Cells by drive strength:
(8 px per µm)
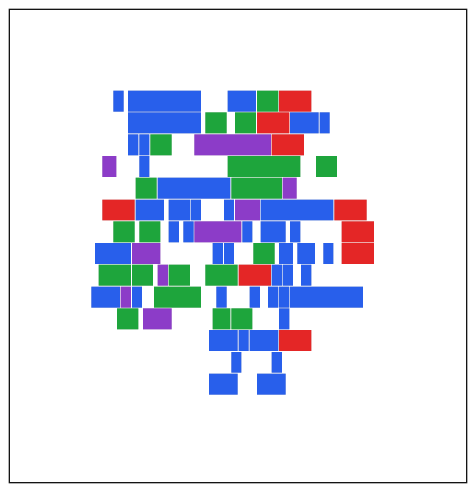
Placed standard cells:
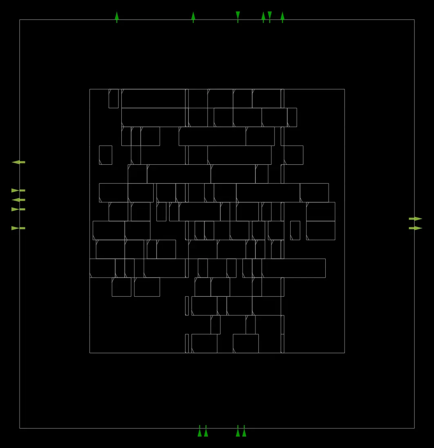
I/O nets highlighted:
(4 px per µm)
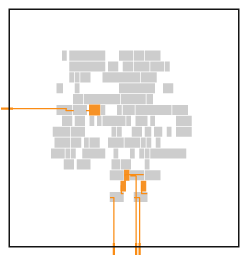
Metal layers overlaid:
(8 px per µm) Only two layers are drawn.
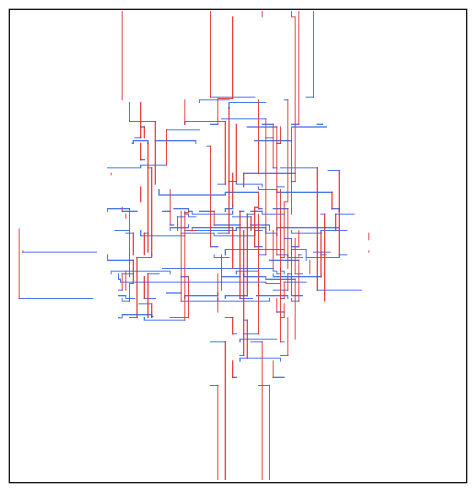
--- src/rtl/ucntr_mod.sv ---
// ucntr_mod: modulo-N up counter with enable, load, clear and cascade tc.
// Sticky ovf/err flags clear only on reset or clr.
module ucntr_mod #(
    parameter int WIDTH   = 4,
    parameter int MODULUS = 16
) (
    input  logic             clk,
    input  logic             reset,
    input  logic             clr,
    input  logic             en,
    input  logic             load,
    input  logic [WIDTH-1:0] d,
    output logic [WIDTH-1:0] q,
    output logic             tc,
    output logic             wrap,
    output logic             ovf,
    output logic             err
);

    localparam logic [WIDTH-1:0] LAST  = WIDTH'(MODULUS - 1);
    // One extra bit so MODULUS == 2**WIDTH stays representable.
    localparam logic [WIDTH:0]   MOD_X = (WIDTH + 1)'(MODULUS);

    logic at_last;
    logic d_ok;

    assign at_last = (q == LAST);
    assign d_ok    = ({1'b0, d} < MOD_X);
    assign tc      = en & at_last;

    always_ff @(posedge clk or posedge reset) begin
        if (reset) begin
            q    <= '0;
            wrap <= 1'b0;
            ovf  <= 1'b0;
            err  <= 1'b0;
        end else if (clr) begin
            q    <= '0;
            wrap <= 1'b0;
            ovf  <= 1'b0;
            err  <= 1'b0;
        end else if (load) begin
            q    <= d_ok ? d : '0;
            wrap <= 1'b0;
            if (!d_ok) begin
                err <= 1'b1;
            end
        end else if (en) begin
            if (at_last) begin
                q    <= '0;
                wrap <= 1'b1;
                ovf  <= 1'b1;
            end else begin
                q    <= q + WIDTH'(1);
                wrap <= 1'b0;
            end
        end else begin
            wrap <= 1'b0;
        end
    end

endmodule
--- config.mk ---
export PLATFORM = sky130hd
export DESIGN_NAME = ucntr_mod
export DESIGN_NICKNAME = d
export VERILOG_FILES = /design/src/rtl/ucntr_mod.sv
export SDC_FILE = /design/constraint.sdc
export NUM_CORES = 1
export LEC_CHECK = 0
export ABC_AREA = 1
export CORE_AREA = 10 10 47 49
export CTS_BUF_LIST = sky130_fd_sc_hd__clkbuf_4 sky130_fd_sc_hd__clkbuf_8 sky130_fd_sc_hd__clkbuf_16
export CTS_CLUSTER_DIAMETER = 50
export DETAILED_ROUTE_END_ITERATION = 10
export DIE_AREA = 0 0 57 59
export SLEW_MARGIN = 10
export SYNTH_ARGS = -nofsm -noshare
export SYNTH_HDL_FRONTEND = slang
export SYNTH_SLANG_ARGS = --single-unit
--- constraint.sdc ---
create_clock -name clk -period 1.1 [get_ports clk]
set_input_delay 0.22 -clock clk [delete_from_list [all_inputs] [get_ports clk]]
set_output_delay 0.22 -clock clk [all_outputs]
set_load 0.01 [all_outputs]
==> impl_metrics.py <==
# Metrics from the implementation run
metrics = {
    "synth": {
        "ys_types": 18,
        "ys_sh_simple": 0.338,
        "synth_flops": 6,
        "netlist_instances": 49,
        "topCombFamilyByArea": "simple AND/OR/NAND/NOR gates",
        "syn_area_um2": 382,
        "yosysCellCount": 49,
        "xor_share": 0.0230,
        "aoi_share": 0.0984,
        "edf_count": 0,
        "syn_area_per_cell_um2": 7.79,
        "top_cells_by_count": "20 x nand2_1, 6 x dfrtp_1, 6 x inv_1, 3 x nand3_2",
        "top_cells_by_area": "dfrtp_1 39%, nand2_1 20%, nand3_2 7.9%, inv_1 5.9%, a21oi_4 4.3%",
        "synth.largest_area_cell": "dfrtp_1",
    },
    "cts": {
        "cts-resized-gates": 30,
        "numClockSinks": 6,
        "cts_hold_buffers": 0,
        "cts_max_path_buffers": 2,
        "cts_tree": "done",
        "clk_root_buffer_cell": "clkbuf_4",
    },
    "layout": {
        "finalInstanceArea_um2": 738,
        "drive_above_1_share": 0.457,
        "largest-register": "q",
    },
    "critical_path": {
        "cp_slowest_stage_delay_ns": 0.40,
        "crit_required_ns": 0.88,
        "crit_chain": "ha_4 > nand3_4 > nor2_4 > buf_6",
        "cpMaxStageDelayCell": "dfrtp_1",
        "path_class": "reg -> out",
    },
    "detailed_routing": {
        "dr.max_layer_used": "met3",
        "drt_iter0_drc": 7,
        "ant_nets": 0,
        "drc_errors": 0,
        "route.met3.wl_um": 86,
    },
    "placed_design": {
        "dp_slack_ns": -0.521,
        "placed_cell_area_um2": 636,
        "post-place-cells": 91,
        "gp_congestion": 0.732,
    },
    "sta": {
        "setup_violations": 8,
        "grt_setup_unrepaired": "yes",
        "fin_ws_ns": -0.262,
    },
    "run_status": {
        "violations": "setup timing",
        "status": "finished with violations",
    },
    "power_and_ir_drop": {
        "p_leak_nw": 0.393,
    },
    "global_routing": {
        "grt_busiest_layer": "met2",
    },
    "floorplan": {
        "core_region_area_um2": 1400,
    },
    "run": {
        "drv_cap": 0,
    },
}
-- 'cells by drive strength' (at the start) --
| color | size | cells |
|---|---|---|
| purple | drive 2 | 9 |
| blue | drive 1 or less | 44 |
| green | drive 3 to 4 | 19 |
| red | drive 6 and up | 9 |
worst setup margin: -0.262 ns
Synth-to-Final Area Change: 93.4%

-- 'placed standard cells' (at the start) --
Flops: 6
num rows: 14

-- 'I/O nets highlighted' (at the start) --
| color | port | bits | direction | end cells | buffers | wire |
|---|---|---|---|---|---|---|
| orange | d | 4 | input | 4 | 4 | 72.0 µm |
I/O pin count: 17
PortBufs: 15

-- 'metal layers overlaid' (at the start) --
| color | layer | wire length |
|---|---|---|
| red | met2 | 620 µm |
| blue | met1 | 427 µm |
overall routing resource usage: 0.0629
drt wl/cell: 11.7 µm
via count: 413
final WL: 1130 µm

-- power by group through the flow --
| stage | sequential [mW] | clock, mW | combinational [mW] |
|---|---|---|---|
| global route | 0.246 | 0.274 | 0.209 |
| finish | 0.245 | 0.255 | 0.188 |
| detailed placement | 0.243 | 0 | 0.165 |
| floorplan | 0.256 | 0 | 0.0561 |
| global placement | 0.243 | 0 | 0.164 |
| CTS | 0.240 | 0.259 | 0.171 |
-- layout by cell type, fill, tap and decap left out, types with 2 or more instances in the layout --
cell type,Yosys,routed
buf_6,0,9
dfrtp_1,6,5
clkbuf_4,0,4
inv_1,6,5
nand3_2,3,2
inv_2,1,2
clkdlybuf4s50_1,0,7
nand2_1,20,20
buf_4,1,9
-- path summary, 6_finish.rpt --
check,from,endpoint,slack [ns],depth (start not counted)
hold / removal,reset,q[3]$_DFFE_PP0P_,0.18,2
setup / recovery,q[1]$_DFFE_PP0P_,tc,-0.26,4
hold reg to reg,ovf$_DFFE_PP0P_,ovf$_DFFE_PP0P_,0.48,2
setup reg to reg,q[1]$_DFFE_PP0P_,q[3]$_DFFE_PP0P_,-0.19,10
min in group clk,en,wrap$_DFF_PP0_,0.47,6
max in group asynchronous,reset,q[0]$_DFFE_PP0P_,0.70,2
-- final cells by class --
| cell class | count | area [µm²] |
|---|---|---|
| well taps | 16 | 20.0 |
| clock buffers | 4 | 30.0 |
| repair buffers | 29 | 272 |
| inverters | 8 | 32.5 |
| flip-flops and latches | 6 | 151 |
| fillers | 148 | 663 |
| multi-input cells | 34 | 233 |
-- worst register-to-register path, stage by stage, from the launching register on --
cell and delay, ns:
dfrtp_1 0.40, ha_4 0.17, nand3_4 0.10, buf_6 0.13, buf_6 0.10, nand2_4 0.05, inv_1 0.04, nand2_1 0.04
nand2_1 0.05, nand2_1 0.05, nand2_1 0.05
Power figures rest on the tool's default switching activity, not on a simulated workload.
